--- config.mk ---
export PLATFORM = sky130hd
export DESIGN_NAME = hazard_ctrl
export DESIGN_NICKNAME = d
export VERILOG_FILES = /design/src/rtl/hazard_ctrl_pkg.sv /design/src/rtl/hazard_sb_slot.sv /design/src/rtl/hazard_ctrl.sv
export SDC_FILE = /design/constraint.sdc
export NUM_CORES = 1
export LEC_CHECK = 0
export ABC_AREA = 1
export CORE_ASPECT_RATIO = 0.8
export CORE_MARGIN = 5
export CORE_UTILIZATION = 45
export DETAILED_ROUTE_END_ITERATION = 8
export PLACE_DENSITY = 0.76
export SETUP_SLACK_MARGIN = 0.5
export SYNTH_ARGS = -nofsm -noshare
export SYNTH_HDL_FRONTEND = slang
export SYNTH_SLANG_ARGS = --single-unit
--- constraint.sdc ---
create_clock -name clk -period 2.2 [get_ports clk]
set_input_delay 0.55 -clock clk [delete_from_list [all_inputs] [get_ports clk]]
set_output_delay 0.55 -clock clk [all_outputs]
set_load 0.005 [all_outputs]
--- src/rtl/hazard_ctrl_pkg.sv ---
// Shared encodings for the pipeline hazard controller: forwarding selects,
// FSM states and the scoreboard-slot layout.
package hazard_ctrl_pkg;

   // Forwarding-select encoding driven onto fwd_a / fwd_b
   localparam int unsigned FWD_W     = 2;
   localparam logic [1:0]  FWD_RF    = 2'b00;
   localparam logic [1:0]  FWD_EXMEM = 2'b01;
   localparam logic [1:0]  FWD_MEMWB = 2'b10;

   // Controller sequencing states
   typedef enum logic [1:0] {
      ST_RUN      = 2'd0,
      ST_FLUSH    = 2'd1,
      ST_MEM_WAIT = 2'd2
   } hz_state_t;

   // Scoreboard slot layout {wr, rd, is_load}; the rd field follows REG_W
   localparam int unsigned SB_REG_W  = 5;
   localparam int unsigned SB_META_W = 2;

   typedef struct packed {
      logic                wr;
      logic [SB_REG_W-1:0] rd;
      logic                is_load;
   } sb_slot_t;

   localparam int unsigned SB_SLOT_W = $bits(sb_slot_t);

   // Slot width for an arbitrary register-index width
   function automatic int unsigned sb_slot_w(input int unsigned reg_w);
      return reg_w + SB_META_W;
   endfunction

endpackage

--- src/rtl/hazard_sb_slot.sv ---
// One registered scoreboard slot: holds while the pipe is frozen,
// loads zero on clear, otherwise captures the incoming entry.
module hazard_sb_slot
   import hazard_ctrl_pkg::*;
#(
   parameter int unsigned W = SB_SLOT_W
) (
   input  logic         clk,
   input  logic         rst_n,
   input  logic         i_hold,
   input  logic         i_clear,
   input  logic [W-1:0] i_d,
   output logic [W-1:0] o_q
);

   logic [W-1:0] r_q;

   // Slot register with synchronous reset, hold and clear
   always_ff @(posedge clk) begin
      if (!rst_n) begin
         r_q <= '0;
      end else if (!i_hold) begin
         r_q <= i_clear ? '0 : i_d;
      end
   end

   assign o_q = r_q;

endmodule

--- src/rtl/hazard_ctrl.sv ---
// Pipeline hazard controller for the 5-stage core: load-use stalls, jump
// squashes, data-memory freezes and operand forwarding selects.
// Optional statistics counters are built when HAZARD_STATS_EN is defined.
module hazard_ctrl
   import hazard_ctrl_pkg::*;
#(
   parameter int unsigned REG_W = 5,
   parameter int unsigned CNT_W = 16
) (
   input  logic             clk,
   input  logic             rst_n,
   input  logic             id_valid,
   input  logic [REG_W-1:0] id_rs1,
   input  logic [REG_W-1:0] id_rs2,
   input  logic             id_uses_rs1,
   input  logic             id_uses_rs2,
   input  logic             id_reg_wrenable,
   input  logic [REG_W-1:0] id_write_reg,
   input  logic             id_mem_to_reg,
   input  logic             ex_is_jump,
   input  logic             mem_busy,
   output logic             should_stall,
   output logic             pc_hold,
   output logic             ifid_hold,
   output logic             ifid_flush,
   output logic             pipe_freeze,
   output logic [FWD_W-1:0] fwd_a,
   output logic [FWD_W-1:0] fwd_b
`ifdef HAZARD_STATS_EN
   ,
   output logic [CNT_W-1:0] stall_count,
   output logic [CNT_W-1:0] flush_count,
   output logic [CNT_W-1:0] freeze_count
`endif
);

   localparam int unsigned SLOT_W = sb_slot_w(REG_W);

   hz_state_t          r_state;
   hz_state_t          w_next;

   logic [SLOT_W-1:0]  w_ex_q;
   logic [SLOT_W-1:0]  w_mem_q;
   logic [SLOT_W-1:0]  w_id_entry;
   logic               w_ex_wr;
   logic [REG_W-1:0]   w_ex_rd;
   logic               w_ex_ld;
   logic               w_mem_wr;
   logic [REG_W-1:0]   w_mem_rd;
   logic               w_unused_mem_ld;

   logic               w_ex_a;
   logic               w_ex_b;
   logic               w_mem_a;
   logic               w_mem_b;
   logic               w_load_use;

   logic               w_stall;
   logic               w_pc_hold;
   logic               w_ifid_hold;
   logic               w_flush;
   logic               w_freeze;
   logic               w_lu_stall;
   logic [FWD_W-1:0]   w_fwd_a;
   logic [FWD_W-1:0]   w_fwd_b;
   logic               w_ex_clear;

   // Slot fields; MEM-stage load flag is not needed once the load reaches MEM/WB
   assign w_ex_wr         = w_ex_q[SLOT_W-1];
   assign w_ex_rd         = w_ex_q[SLOT_W-2:1];
   assign w_ex_ld         = w_ex_q[0];
   assign w_mem_wr        = w_mem_q[SLOT_W-1];
   assign w_mem_rd        = w_mem_q[SLOT_W-2:1];
   assign w_unused_mem_ld = w_mem_q[0];

   // Source-operand matches against the EX and MEM slots; x0 never matches
   assign w_ex_a  = w_ex_wr  && (w_ex_rd  == id_rs1) && (id_rs1 != '0) && id_uses_rs1;
   assign w_ex_b  = w_ex_wr  && (w_ex_rd  == id_rs2) && (id_rs2 != '0) && id_uses_rs2;
   assign w_mem_a = w_mem_wr && (w_mem_rd == id_rs1) && (id_rs1 != '0) && id_uses_rs1;
   assign w_mem_b = w_mem_wr && (w_mem_rd == id_rs2) && (id_rs2 != '0) && id_uses_rs2;

   assign w_load_use = (w_ex_a || w_ex_b) && w_ex_ld;

   // Forwarding selects: an ALU result in EX wins over anything in MEM
   always_comb begin
      w_fwd_a = FWD_RF;
      w_fwd_b = FWD_RF;
      if (w_ex_a && !w_ex_ld) begin
         w_fwd_a = FWD_EXMEM;
      end else if (w_mem_a) begin
         w_fwd_a = FWD_MEMWB;
      end
      if (w_ex_b && !w_ex_ld) begin
         w_fwd_b = FWD_EXMEM;
      end else if (w_mem_b) begin
         w_fwd_b = FWD_MEMWB;
      end
   end

   // State register
   always_ff @(posedge clk) begin
      if (!rst_n) begin
         r_state <= ST_RUN;
      end else begin
         r_state <= w_next;
      end
   end

   // Next state and control outputs; MEM_WAIT exits through the RUN decision
   always_comb begin
      w_next      = r_state;
      w_stall     = 1'b0;
      w_pc_hold   = 1'b0;
      w_ifid_hold = 1'b0;
      w_flush     = 1'b0;
      w_freeze    = 1'b0;
      w_lu_stall  = 1'b0;
      case (r_state)
         ST_RUN, ST_MEM_WAIT: begin
            if (mem_busy) begin
               w_freeze    = 1'b1;
               w_pc_hold   = 1'b1;
               w_ifid_hold = 1'b1;
               w_stall     = 1'b1;
               w_next      = ST_MEM_WAIT;
            end else if (ex_is_jump) begin
               w_flush = 1'b1;
               w_stall = 1'b1;
               w_next  = ST_FLUSH;
            end else if (w_load_use) begin
               w_pc_hold   = 1'b1;
               w_ifid_hold = 1'b1;
               w_stall     = 1'b1;
               w_lu_stall  = 1'b1;
               w_next      = ST_RUN;
            end else begin
               w_next = ST_RUN;
            end
         end
         ST_FLUSH: begin
            w_flush = 1'b1;
            w_stall = 1'b1;
            if (mem_busy) begin
               w_freeze    = 1'b1;
               w_pc_hold   = 1'b1;
               w_ifid_hold = 1'b1;
               w_next      = ST_MEM_WAIT;
            end else begin
               w_next = ST_RUN;
            end
         end
         default: begin
            w_next = ST_RUN;
         end
      endcase
      // Reset dominates every event: all controls and selects read as zero
      if (!rst_n) begin
         w_stall     = 1'b0;
         w_pc_hold   = 1'b0;
         w_ifid_hold = 1'b0;
         w_flush     = 1'b0;
         w_freeze    = 1'b0;
         w_lu_stall  = 1'b0;
      end
   end

   assign should_stall = w_stall;
   assign pc_hold      = w_pc_hold;
   assign ifid_hold    = w_ifid_hold;
   assign ifid_flush   = w_flush;
   assign pipe_freeze  = w_freeze;
   assign fwd_a        = rst_n ? w_fwd_a : FWD_RF;
   assign fwd_b        = rst_n ? w_fwd_b : FWD_RF;

   // A bubble or an empty ID stage enters EX as an all-zero entry
   assign w_id_entry = {id_reg_wrenable, id_write_reg, id_mem_to_reg};
   assign w_ex_clear = w_stall || !id_valid;

   hazard_sb_slot #(.W(SLOT_W)) u_sb_ex (
      .clk     (clk),
      .rst_n   (rst_n),
      .i_hold  (w_freeze),
      .i_clear (w_ex_clear),
      .i_d     (w_id_entry),
      .o_q     (w_ex_q)
   );

   hazard_sb_slot #(.W(SLOT_W)) u_sb_mem (
      .clk     (clk),
      .rst_n   (rst_n),
      .i_hold  (w_freeze),
      .i_clear (1'b0),
      .i_d     (w_ex_q),
      .o_q     (w_mem_q)
   );

`ifdef HAZARD_STATS_EN
   logic [CNT_W-1:0] r_stall_cnt;
   logic [CNT_W-1:0] r_flush_cnt;
   logic [CNT_W-1:0] r_freeze_cnt;

   // Saturating event counters
   always_ff @(posedge clk) begin
      if (!rst_n) begin
         r_stall_cnt  <= '0;
         r_flush_cnt  <= '0;
         r_freeze_cnt <= '0;
      end else begin
         if (w_lu_stall && (r_stall_cnt != '1)) begin
            r_stall_cnt <= r_stall_cnt + CNT_W'(1);
         end
         if (w_flush && (r_flush_cnt != '1)) begin
            r_flush_cnt <= r_flush_cnt + CNT_W'(1);
         end
         if (w_freeze && (r_freeze_cnt != '1)) begin
            r_freeze_cnt <= r_freeze_cnt + CNT_W'(1);
         end
      end
   end

   assign stall_count  = r_stall_cnt;
   assign flush_count  = r_flush_cnt;
   assign freeze_count = r_freeze_cnt;
`else
   logic [CNT_W-1:0] w_unused_cnt;
   assign w_unused_cnt = '0;
`endif

endmodule

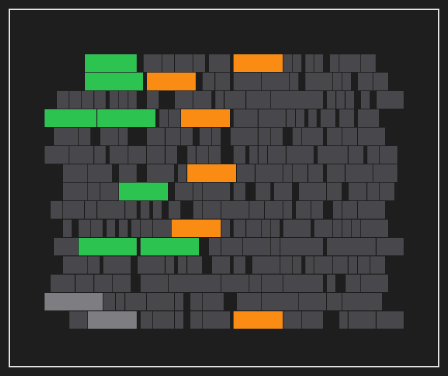
(images/by_instance.png)
Green stands for `u_sb_ex`, flops 7. Orange stands for `u_sb_mem`, flops 6.
Another 2 sequential cells are not colored.

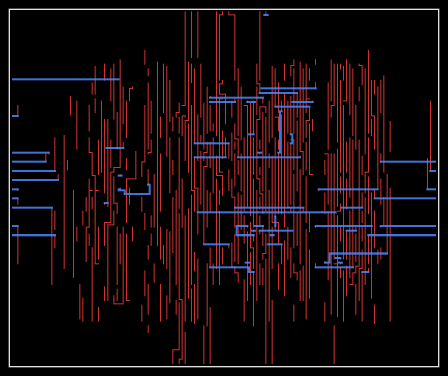
(images/wires.png)
Two of the layers only.
Blue stands for metal 3, wire length 259 um. Red stands for metal 2, wire length 2,160 um.

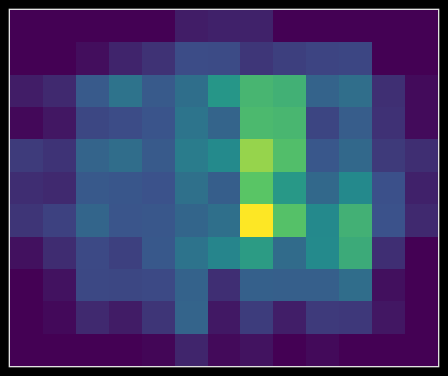
(images/metal_density.png)
13 x 11 tiles, from dark purple (low) to yellow (high), scaled to the fullest tile. Values are wire area over tile area, all layers added.
The emptiest ninth of the die: bottom left. 9.8% of the tiles are over half the peak. The mean over all tiles is 0.21. The fullest tile reaches 0.96.

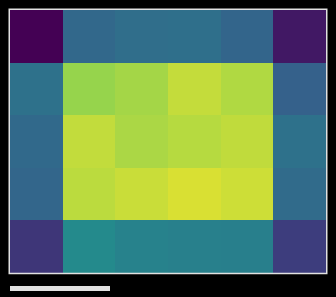
(images/cell_density.png)
Bar = 20 um. 6 x 5 tiles, from dark purple (low) to yellow (high), 0 to 100% covered.
3.3% of the tiles are nearly empty. The fullest tile reaches 94%. The densest ninth of the die: middle. The mean over all tiles is 55%. 40% of the tiles are over 75% full.

==> metrics.yaml <==
run_status:
  outcome: "complete, but fails checks"
  violations: "negative setup slack"
finish:
  lay_top_cells: "nand2_1, buf_4, buf_2"
  area_delta_synth_final_pct: 81.0
  final_area_um2: 1860
  nets: 254
  layout_top_cell: "nand2_1"
  drive_above_1_share: 0.572
  diodes: 0
yosys:
  yosysTopAreaCellShare: 0.292
  area_leaders: "dfxtp_1, nand2_1, nand3_1"
  largest_area_cell: "dfxtp_1"
  avgSynthCellArea_um2: 6.23
  synth_cell_types: 23
  ys_area_um2: 1030
  syn_area_um2: 1030
  syn_inst: 165
  ys_seq_elements: 15
  synth-seq-area-share: 0.292
  syn-num-nets: 189
  yosysWarningCount: 0
  ys_cells: 165
timing:
  setup_viol: 3
  tns_ns: -0.0950
  rsz0062_at_grt: "true"
  drv_slew: 0
  fmax_mhz: 447
  tightest_slew_ns: 0.254
  fin_skew_ns: 0.0122
  finalCritPeriodShare: 1.02
  hold_viol_final: 0
  hold_ws_ns: 0.467
  slew_headroom: 0.829
  period_needed_ns: 2.24
  setup_slack_ns: -0.0395
clocking:
  htree_levels: 1
  clk_path_buf_depth: 2
  insertion_delay_ns: 0.29
  cts_tree: "done"
  cts_buffers: 3
  clock-sinks: 15
  clockRootBuffer: "clkbuf_4"
  cts.clk_slew.worst_paths_ns: 0.10
critical_path:
  crit_required_ns: 1.65
  crit_arrival_ns: 1.69
  critPathLaunch: "u_sb_ex.o_q[5]"
  reg2reg_setup_slack_ns: 0.51
  rr_endpoint: "u_sb_ex.o_q[6]"
  crit_fanout: 4
  worstSetupPathType: "register to output pin"
  rr_startpoint: "u_sb_ex.o_q[5]"
  start_kind: "register"
  crit_path_end_kind: "output pin"
  ff2ff_path_depth: 15
  critPathCapture: "pc_hold"
routing:
  vias: 1408
  drt-initial-drc-count: 96
  drc: 0
  drt-total-wl_mm: 4.28
  detail_route.wl_per_cell_um: 16.8
  postRouteAntennaNets: 0
  drt-pass1-iter-count: 4
  viasPerCell: 5.54
floorplanning:
  core_area_um2: 2180
  die_w_um: 63.5
  fp-row-count: 15
  design.die.area_um2: 3350
  die_h_um: 52.8
  fp_util: 0.472
  top_level_ports: 33
flow_run:
  tool_warnings: 29
  cap_violations: 0
place:
  place_area_um2: 1580
  hpwl_mm: 2.66
  dp_slack_ns: -0.795
  finalWeightedCongestion: 0.833
  port_buffers: 32
power:
  leakage_nw: 0.860
  power_density_nw_per_um2: 384
  ir_worst_vdd_uv: 415
worst_hold_path:
  hold_path.class: "register to register"
global_routing:
  grt_pass1_vias: 1352
  grt.total_usage: 0.222
  grt_max_degree: 12
  grt_antenna_before_repair: 0
  grt_overflow: 0
  grt_pass1_wl_mm: 5.94
per-layer routing:
metal	vias up	share of wire	global-route usage
met5	-	0	0
met4	0	0.040	0.0450
met3	21	0.061	0.0279
met2	79	0.51	0.426
met1	660	0.39	0.264
li1	648	-	-
final cells by class:
| class | count | area (um2) |
|---|---|---|
| Inverter | 26 | 133 |
| Clock buffer | 4 | 26.3 |
| Tap cell | 25 | 31.3 |
| Multi-Input combinational cell | 120 | 821 |
| Timing Repair Buffer | 64 | 529 |
| Fill cell | 119 | 315 |
| Sequential cell | 15 | 322 |
logic make-up after synthesis:
logic type | synth area share
buf+inv | 0.125
flops | 0.292
simple gates | 0.410
compound gates | 0.113
xor+xnor | 0.0596
Yosys cell counts:
| cell | count |
|---|---|
| nand2_1 | 48 |
| inv_2 | 16 |
| dfxtp_1 | 15 |
| nand3_1 | 15 |
| a21oi_1 | 14 |
| inv_1 | 10 |
| nor2_1 | 7 |
| o21ai_0 | 6 |
| xnor2_1 | 6 |
| nor2_2 | 5 |
| nand2_2 | 4 |
| or2_2 | 4 |
| nand4_1 | 3 |
| buf_4 | 2 |
| nor4_1 | 2 |
| a21oi_2 | 1 |
| buf_2 | 1 |
| buf_6 | 1 |
| nand2_4 | 1 |
| nor2_4 | 1 |
| nor3_1 | 1 |
| o31ai_1 | 1 |
| xor2_1 | 1 |
critical path: stages, from the launching register on:
cell,delay (ns)
dfxtp_4,0.39
inv_4,0.07
buf_6,0.10
nand2_4,0.05
nand2_4,0.06
nand2_4,0.05
nor2_4,0.13
nand2_2,0.07
nand2_4,0.07
nand2_4,0.05
o31ai_4,0.22
buf_2,0.15
state kept, by name (all words and copies together) (netlist names):
register and cells:
r_state 2, u_sb_mem.o_q 6, u_sb_ex.o_q 7
report_power, final:
| group | switching (W) | internal (W) |
|---|---|---|
| registers | 0.0000200 | 0.000282 |
| logic | 0.000124 | 0.000123 |
| clock network | 0.0000952 | 0.0000703 |
through the flow:
stage | util | std cells | total power (W)
4_1_cts | 0.789 | 250 | 0.000675
6_report | 0.855 | 254 | 0.000714
2_1_floorplan | - | 165 | 0.000398
5_1_grt | 0.855 | 254 | 0.000742
3_5_place_dp | 0.726 | 239 | 0.000505
3_3_place_gp | 0.726 | 239 | 0.000499
timing repair:
action	CTS	global route
pin swaps	25	18
hold buffers	0	0
setup endpoints to repair	22	16
cloned	0	0
hold endpoints to repair	0	0
resized	131	41
buffers inserted	7	4
worst min-delay path by stage:
stage,cells after the start,slack [ns],end,start
global route,1,0.49,r_state[0],r_state[0]
global placement,1,0.46,r_state[0],r_state[0]
detailed placement,1,0.47,r_state[0],r_state[0]
CTS,1,0.46,r_state[0],r_state[0]
finish,1,0.47,r_state[0],r_state[0]
floorplan,1,0.44,r_state[0],r_state[0]
Power is estimated from default activity; no workload was simulated.
